<file path="src/rtl/student_fir_sched.sv">
// Sample scheduler between the IIS handler and the FIR core: buffers codec samples, runs one
// FIR transaction at a time, then scales and saturates the result back to codec width.
module student_fir_sched #(
    parameter int unsigned DATA_SIZE         = 16,
    parameter int unsigned DATA_SIZE_FIR_OUT = 32,
    parameter int unsigned FIFO_DEPTH        = 4,
    parameter int unsigned SHIFT             = 15,
    parameter int unsigned TIMEOUT_CYCLES    = 4096
) (
    input  logic                         clk_i,
    input  logic                         rst_ni,
    input  logic                         enable_i,
    input  logic                         bypass_i,
    input  logic                         clr_i,
    input  logic [DATA_SIZE-1:0]         in_sample_i,
    input  logic                         in_valid_i,
    output logic [DATA_SIZE-1:0]         fir_sample_o,
    output logic                         fir_start_o,
    input  logic                         fir_done_i,
    input  logic [DATA_SIZE_FIR_OUT-1:0] fir_y_i,
    output logic [DATA_SIZE-1:0]         out_sample_o,
    output logic                         out_valid_o,
    output logic [15:0]                  overrun_cnt_o,
    output logic                         timeout_o,
    output logic                         busy_o
);

    localparam int unsigned PtrW = $clog2(FIFO_DEPTH);
    localparam int unsigned CntW = PtrW + 1;
    localparam int unsigned WdW  = $clog2(TIMEOUT_CYCLES);

    localparam logic [CntW-1:0] DepthCnt = CntW'(FIFO_DEPTH);
    localparam logic [WdW-1:0]  WdLast   = WdW'(TIMEOUT_CYCLES - 1);

    localparam logic signed [DATA_SIZE_FIR_OUT-1:0] SatMax =
        {{(DATA_SIZE_FIR_OUT - DATA_SIZE + 1){1'b0}}, {(DATA_SIZE - 1){1'b1}}};
    localparam logic signed [DATA_SIZE_FIR_OUT-1:0] SatMin =
        {{(DATA_SIZE_FIR_OUT - DATA_SIZE + 1){1'b1}}, {(DATA_SIZE - 1){1'b0}}};

    typedef enum logic [2:0] {
        StIdle,
        StIssue,
        StWait,
        StOutput,
        StBypassOut
    } state_e;

    state_e state_q, state_d;

    logic [DATA_SIZE-1:0] mem_q [FIFO_DEPTH];
    logic [PtrW-1:0]      wr_ptr_q, wr_ptr_d, rd_ptr_q, rd_ptr_d;
    logic [CntW-1:0]      count_q, count_d;

    logic [DATA_SIZE-1:0] fir_sample_q, fir_sample_d, out_sample_q, out_sample_d;
    logic                 fir_start_q, fir_start_d, out_valid_q, out_valid_d;
    logic [WdW-1:0]       wd_q, wd_d;
    logic [15:0]          overrun_q, overrun_d;
    logic                 timeout_q, timeout_d;
    logic                 timeout_set;

    logic push_req, push_ok, pop, drop;
    logic [DATA_SIZE-1:0] head;

    logic signed [DATA_SIZE_FIR_OUT-1:0] shifted;
    logic [DATA_SIZE-1:0]                scaled;

    // A full FIFO still accepts a push when the head leaves in the same cycle.
    assign push_req = in_valid_i & enable_i;
    assign pop      = (state_q == StIdle) & enable_i & (count_q != '0);
    assign push_ok  = push_req & ((count_q != DepthCnt) | pop);
    assign drop     = push_req & ~push_ok;
    assign head     = mem_q[rd_ptr_q];

    always_comb begin
        count_d  = count_q;
        wr_ptr_d = wr_ptr_q;
        rd_ptr_d = rd_ptr_q;
        if (!enable_i) begin
            count_d  = '0;
            wr_ptr_d = '0;
            rd_ptr_d = '0;
        end else begin
            if (push_ok) wr_ptr_d = wr_ptr_q + PtrW'(1);
            if (pop)     rd_ptr_d = rd_ptr_q + PtrW'(1);
            if (push_ok && !pop)      count_d = count_q + CntW'(1);
            else if (!push_ok && pop) count_d = count_q - CntW'(1);
        end
    end

    always_ff @(posedge clk_i) begin
        if (push_ok) mem_q[wr_ptr_q] <= in_sample_i;
    end

    assign shifted = $signed(fir_y_i) >>> SHIFT;

    always_comb begin
        if (shifted > SatMax)      scaled = {1'b0, {(DATA_SIZE - 1){1'b0}}} | SatMax[DATA_SIZE-1:0];
        else if (shifted < SatMin) scaled = SatMin[DATA_SIZE-1:0];
        else                       scaled = shifted[DATA_SIZE-1:0];
    end

    always_comb begin
        state_d      = state_q;
        fir_start_d  = 1'b0;
        fir_sample_d = fir_sample_q;
        out_valid_d  = 1'b0;
        out_sample_d = out_sample_q;
        wd_d         = wd_q;
        timeout_set  = 1'b0;
        unique case (state_q)
            StIdle: begin
                if (pop) begin
                    if (bypass_i) begin
                        state_d      = StBypassOut;
                        out_valid_d  = 1'b1;
                        out_sample_d = head;
                    end else begin
                        state_d      = StIssue;
                        fir_start_d  = 1'b1;
                        fir_sample_d = head;
                    end
                end
            end
            StIssue: begin
                state_d = StWait;
                wd_d    = '0;
            end
            StWait: begin
                if (fir_done_i) begin
                    state_d      = StOutput;
                    out_valid_d  = 1'b1;
                    out_sample_d = scaled;
                end else if (wd_q == WdLast) begin
                    // Hung FIR: emit a zero sample so the codec stream keeps moving.
                    timeout_set  = 1'b1;
                    state_d      = StOutput;
                    out_valid_d  = 1'b1;
                    out_sample_d = '0;
                end else begin
                    wd_d = wd_q + WdW'(1);
                end
            end
            StOutput, StBypassOut: state_d = StIdle;
            default:               state_d = StIdle;
        endcase
    end

    always_comb begin
        overrun_d = overrun_q;
        timeout_d = timeout_q;
        if (clr_i) begin
            overrun_d = '0;
            timeout_d = 1'b0;
        end else begin
            if (drop && overrun_q != 16'hFFFF) overrun_d = overrun_q + 16'd1;
            if (timeout_set)                   timeout_d = 1'b1;
        end
    end

    always_ff @(posedge clk_i or negedge rst_ni) begin
        if (!rst_ni) begin
            state_q      <= StIdle;
            wr_ptr_q     <= '0;
            rd_ptr_q     <= '0;
            count_q      <= '0;
            fir_sample_q <= '0;
            fir_start_q  <= 1'b0;
            out_sample_q <= '0;
            out_valid_q  <= 1'b0;
            wd_q         <= '0;
            overrun_q    <= '0;
            timeout_q    <= 1'b0;
        end else begin
            state_q      <= state_d;
            wr_ptr_q     <= wr_ptr_d;
            rd_ptr_q     <= rd_ptr_d;
            count_q      <= count_d;
            fir_sample_q <= fir_sample_d;
            fir_start_q  <= fir_start_d;
            out_sample_q <= out_sample_d;
            out_valid_q  <= out_valid_d;
            wd_q         <= wd_d;
            overrun_q    <= overrun_d;
            timeout_q    <= timeout_d;
        end
    end

    assign fir_sample_o  = fir_sample_q;
    assign fir_start_o   = fir_start_q;
    assign out_sample_o  = out_sample_q;
    assign out_valid_o   = out_valid_q;
    assign overrun_cnt_o = overrun_q;
    assign timeout_o     = timeout_q;
    assign busy_o        = (state_q != StIdle);

endmodule

</file>
<file path="config.mk">
export PLATFORM = sky130hd
export DESIGN_NAME = student_fir_sched
export DESIGN_NICKNAME = d
export VERILOG_FILES = /design/src/rtl/student_fir_sched.sv
export SDC_FILE = /design/constraint.sdc
export NUM_CORES = 1
export LEC_CHECK = 0
export ABC_AREA = 1
export CORE_MARGIN = 4
export CORE_UTILIZATION = 38
export DETAILED_ROUTE_END_ITERATION = 10
export GPL_ROUTABILITY_DRIVEN = 0
export PLACE_DENSITY = 0.72
export SLEW_MARGIN = 20
export SYNTH_ARGS = -nofsm -noshare
export SYNTH_HDL_FRONTEND = slang
export SYNTH_SLANG_ARGS = --single-unit
</file>
<file path="constraint.sdc">
create_clock -name clk_i -period 1.95 [get_ports clk_i]
set_input_delay 0.39 -clock clk_i [delete_from_list [all_inputs] [get_ports clk_i]]
set_output_delay 0.39 -clock clk_i [all_outputs]
set_load 0.05 [all_outputs]
</file>
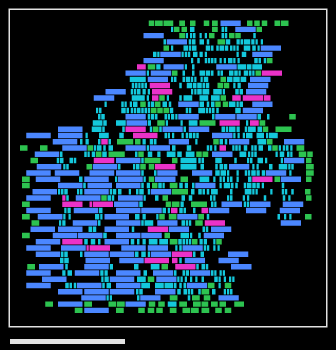
Figure 1: run 1, placement by cell class.
Scale bar: 50 um.
other buffers and delay cells -> green  # cells 131
flip-flops -> blue  # cells 137
all other logic -> cyan  # cells 513
clock drivers and dummy loads -> magenta  # cells 32
Util after Layout: 50.58%
final instance area: 8358 sq um

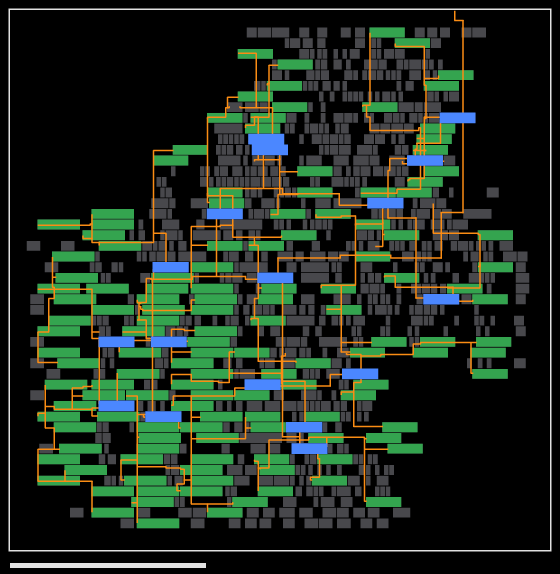
Figure 2: run 1, routed clock nets over the placement.
Scale bar: 50 um.
cells driving clock nets -> blue  # count 17
flip-flops -> green  # count 137
clock wires -> orange  # length 1790 um
flops lie = widely spread
Max Clock Skew: 0.007930 ns
clk pwr: 3240 uW
Late-Pin Clk Latency: 0.42 ns

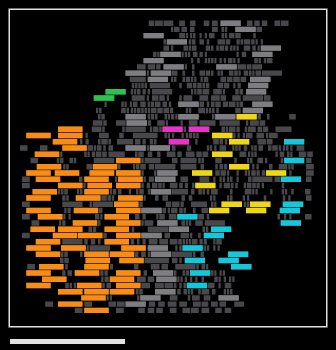
Figure 3: run 1, register map, names as in the netlist.
Scale bar: 50 um. Other sequential cells in the stronger gray, the rest of the logic in the fainter gray.
wr_ptr_q -> green  # sequential cells 2
out_sample_o -> cyan  # sequential cells 16
wd_q -> yellow  # sequential cells 12
mem_q -> orange  # sequential cells 64
state_q -> magenta  # sequential cells 3
not colored = 40
seq pwr: 3860 uW
Storage cell area: 3749 sq um
sequential share of cell area: 44.85%

==> results_slide.txt, run 1 <==
Physical Implementation Snapshot

Hold path
  • Type of the tightest min-delay check: reg2reg
  • Hold Crit Start: out_sample_o[5]
  • Hold path depth: 2

Clock network
  • Post-CTS Hold Fix Bufs: 1
  • Clk slew on worst S/H paths: 0.06 ns
  • Post-CTS setup buffers: 0
  • Resized cells post-CTS: 18
  • CTS Buf Count: 17
  • CTS tree: yes
  • CTS H-tree depth: 4
  • Root Buffer Master: clkbuf_16

Pwr
  • Internal power: between 7000 and 8000 uW
  • Clock share of power: ~27%
  • Leakage: roughly 0.0037 uW
  • P per Cell Area: roughly 1400 nW/um^2
  • Top pwr grp: combinational logic
  • Comb pwr: 4760 uW
  • Switching part of the total power: between 40% and 50%
  • Final Power: around 12000 uW
  • NetSw: about 4800 uW
  • Peak supply drop: approximately 0.00081 V

Setup path
  • WP buf/inv: 3
  • Worst setup endpoint: count_q[2]
  • Slowest stage delay, CP: 0.41 ns
  • CP required: around 2.3 ns
  • Arrival time worst endpoint: about 2.2 ns
  • Worst path slowest cell: fa_1
  • CP Launch Type: register
  • Worst R2R Path Depth: 13
  • Critical path type: reg2reg
  • Worst Path Max Fanout: 3
  • Largest delay share family, worst path: simple AND/OR/NAND/NOR gates
  • Crit end category: register
  • Reg2Reg Launch Point: state_q[2]
  • Most common cell on crit path: nand2_1
  • Setup slack, reg-to-reg: roughly 0.06 ns

Cells and area
  • Antenna Cells: 0
  • Biggest register: mem_q
  • Fill count: about 1500
  • Non-clk bufs: approximately 130
  • Share of cells above drive strength 1: between 10% and 20%
  • #MultiIn Comb: 469
  • Largest register FFs: 64
  • Most common logic cells in the final layout: nand2_1, dfrtp_1, buf_4, edfxtp_1, nor2_1
  • Final nets: roughly 860
  • Synth-to-layout area growth: 30.85%
  • Seq cells: between 100 and 150
  • Largest cell class: sequential cells
  • Comb/total area: between 20% and 30%
  • Most numerous logic cell after layout: nand2_1
  • Inverters: between 40 and 50
  • # clk buffers: 18

Timing
  • Worst-Margin Slew: approximately 0.53 ns
  • Endpoints failing hold: 0
  • Worst hold slack: ~0.47 ns
  • Final min period: 1.891 ns
  • Final worst slack: 0.05921 ns
  • Endpoints failing setup: 0
  • Cycle use final: between 90 and 100%
  • Fmax: 528.9 MHz
  • Max-slew violations: 0

Global route
  • GR Overflow Total: 0
  • Top Usage Layer GRT: met2
  • GRT Overall Usage: between 10% and 20%
  • GR Util met3: 3.031%
  • Global-route wire length before repair: 24430 um
  • GR met2 Demand/Resource: around 28%

Routing
  • Vias/cell: between 4 and 5
  • Met3 wire length: 587 um
  • M1 WL: between 6000 and 7000 um
  • DRT iter0 DRCs: between 300 and 400
  • Drt drc: 0
  • Max layer used: met4
  • Detail Route Antenna Nets: 0
  • Drt pass-1 iters: 6

Placed design
  • PortBufs: approximately 91
  • Dpl cells: roughly 1000
  • Post-detail-place hpwl: between 10000 and 15000 um
  • Placed inst area: 7744 sq um

Logic synthesis
  • Mapped Area: approximately 6400 sq um
  • Yosys warns: 0
  • Post-synth top cells: nand2_1, dfrtp_1, edfxtp_1, nor2_1, o21ai_0
  • Syn Inst Count: approximately 670
  • Number of synthesized flops with an enable pin: 64
  • #FFs+latches synth: 137
  • Count of different cell masters after synthesis: 37
  • Most common cell in the synthesized netlist: nand2_1
  • Top-area cell share: 30.09%
  • Ys async rst share: around 53%
  • Top comb family, area: simple AND/OR/NAND/NOR gates
  • Post-synthesis adder-cell area fraction: under 10%
  • Synth area leader: edfxtp_1
  • Post-synthesis compound-gate area fraction: roughly 6.7%
  • Post-Synth XOR/XNOR Area: under 10%
  • Largest cells by area after synthesis: edfxtp_1, dfrtp_1, nand2_1
  • Cell count in the Yosys report: 673
  • Yosys stat chip area: ~6400 sq um
  • Mux frac, synth: around 1.8%
  • Seq/Total Area, Yosys: 58.69%

Die
  • DIE HEIGHT: around 140 um
  • Chip area: between 15000 and 20000 sq um
  • Well Taps: 220
  • IO Pins: 107
  • FP Rows: about 47

Run status
  • Status: complete, no violations

Flow run
  • Tool warnings: 46
--- run 2 (diff from run 1) ---
--- a/config.mk
+++ b/config.mk
@@ -11,7 +11,6 @@
 export DETAILED_ROUTE_END_ITERATION = 10
 export GPL_ROUTABILITY_DRIVEN = 0
 export PLACE_DENSITY = 0.72
-export SLEW_MARGIN = 20
 export SYNTH_ARGS = -nofsm -noshare
 export SYNTH_HDL_FRONTEND = slang
 export SYNTH_SLANG_ARGS = --single-unit
==> constraint.sdc (replaced) <==
create_clock -name clk_i -period 1.95 [get_ports clk_i]
set_input_delay 0.39 -clock clk_i [delete_from_list [all_inputs] [get_ports clk_i]]
set_output_delay 0.39 -clock clk_i [all_outputs]
set_load 0.005 [all_outputs]
==> results_slide.txt, run 2 <==
Physical Implementation Snapshot

Run status
  • Status: complete, no violations

Clock network
  • CTS Buf Count: 17
  • CTS tree: yes
  • Root Buffer Master: clkbuf_16
  • Post-CTS setup buffers: 0
  • Clk slew on worst S/H paths: 0.06 ns
  • Resized cells post-CTS: 4
  • Late-Pin Clk Latency: 0.42 ns
  • Post-CTS Hold Fix Bufs: 1

Setup path
  • Worst setup endpoint: busy_o
  • Crit end category: output port
  • Setup slack, reg-to-reg: approximately 0.14 ns
  • Worst path slowest cell: dfrtp_1
  • CP required: around 1.6 ns
  • CP Launch Type: register
  • WP buf/inv: 2
  • Slowest stage delay, CP: between 0.3 and 0.4 ns
  • Reg2Reg Launch Point: state_q[0]
  • Largest delay share family, worst path: buffers and inverters
  • Critical path type: reg2out

Die
  • IO Pins: 107
  • Well Taps: about 220
  • Chip area: between 15000 and 20000 sq um
  • DIE HEIGHT: roughly 140 um

Pwr
  • Clock share of power: approximately 28%
  • NetSw: between 3000 and 4000 uW
  • Final Power: around 11000 uW
  • Internal power: 7048 uW
  • Switching part of the total power: between 30% and 40%
  • P per Cell Area: between 1000 and 1500 nW/um^2
  • Comb pwr: 3730 uW
  • Top pwr grp: sequential cells
  • Clk pwr: just over 3000 uW

Cells and area
  • Biggest register: mem_q
  • # clk buffers: 19
  • Comb/total area: ~28%
  • Antenna Cells: 1
  • Final nets: 865
  • Inverters: ~44
  • Fill count: around 1500
  • Util after Layout: about 50%
  • Final instance area: between 8000 and 9000 sq um
  • Non-clk bufs: 134
  • Share of cells above drive strength 1: 14.85%
  • #MultiIn Comb: between 400 and 500
  • Synth-to-layout area growth: 31.95%
  • Largest register FFs: about 64
  • Seq cells: ~140
  • Most common logic cells in the final layout: nand2_1, clkdlybuf4s50_1, dfrtp_1, edfxtp_1, nor2_1
  • Storage cell area: around 3700 sq um
  • Largest cell class: sequential cells

Placed design
  • PortBufs: just over 90
  • Post-detail-place hpwl: between 10000 and 15000 um
  • Placed inst area: 7806 sq um

Routing
  • Drt drc: 0
  • M1 WL: roughly 6500 um
  • Max layer used: met4
  • Vias/cell: between 4 and 5
  • DRT iter0 DRCs: between 300 and 400
  • Drt pass-1 iters: 5

Global route
  • GR met2 Demand/Resource: approximately 29%
  • Global-route wire length before repair: 25080 um
  • GR Util met3: under 10%
  • GRT Overall Usage: around 17%
  • Top Usage Layer GRT: met2

Timing
  • Endpoints failing hold: 0
  • Endpoints failing setup: 0
  • Max Clock Skew: between 0.007 and 0.008 ns
  • Fmax: about 530 MHz
  • Final worst slack: about 0.08 ns
  • Max-slew violations: 0
  • Cycle use final: 95.91%
  • Worst-Margin Slew: between 0.5 and 0.6 ns

Logic synthesis
  • Seq/Total Area, Yosys: 58.69%
  • Post-synthesis adder-cell area fraction: 1.489%
  • Cell count in the Yosys report: between 600 and 700
  • Post-synthesis compound-gate area fraction: ~6.7%
  • Synth area leader: edfxtp_1
  • Post-synth top cells: nand2_1, dfrtp_1, edfxtp_1, nor2_1, o21ai_0
  • Syn Inst Count: between 600 and 700
  • Post-Synth XOR/XNOR Area: approximately 1.9%
  • Most common cell in the synthesized netlist: nand2_1
  • Mux frac, synth: around 1.8%
  • Yosys warns: 0
  • Largest cells by area after synthesis: edfxtp_1, dfrtp_1, nand2_1
  • Count of different cell masters after synthesis: 37
  • Top comb family, area: simple AND/OR/NAND/NOR gates
  • Ys async rst share: roughly 53%

Hold path
  • Hold Crit Start: out_sample_o[15]
  • Type of the tightest min-delay check: reg2reg
  • Hold path depth: 2

Flow run
  • Tool warnings: between 40 and 50
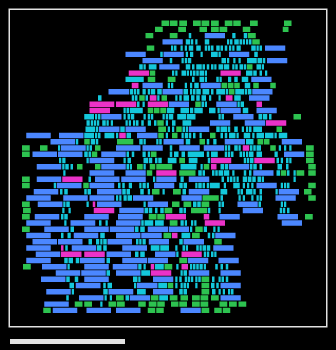
Figure 4: run 2, placement by cell class.
Scale bar: 50 um.
all other logic -> cyan  # cells 513
other buffers and delay cells -> green  # cells 134
flip-flops -> blue  # cells 137
clock drivers and dummy loads -> magenta  # cells 31
FP Rows: 47
Placeable Area: 16520 sq um

Power figures rest on the tool's default switching activity, not on a simulated workload.
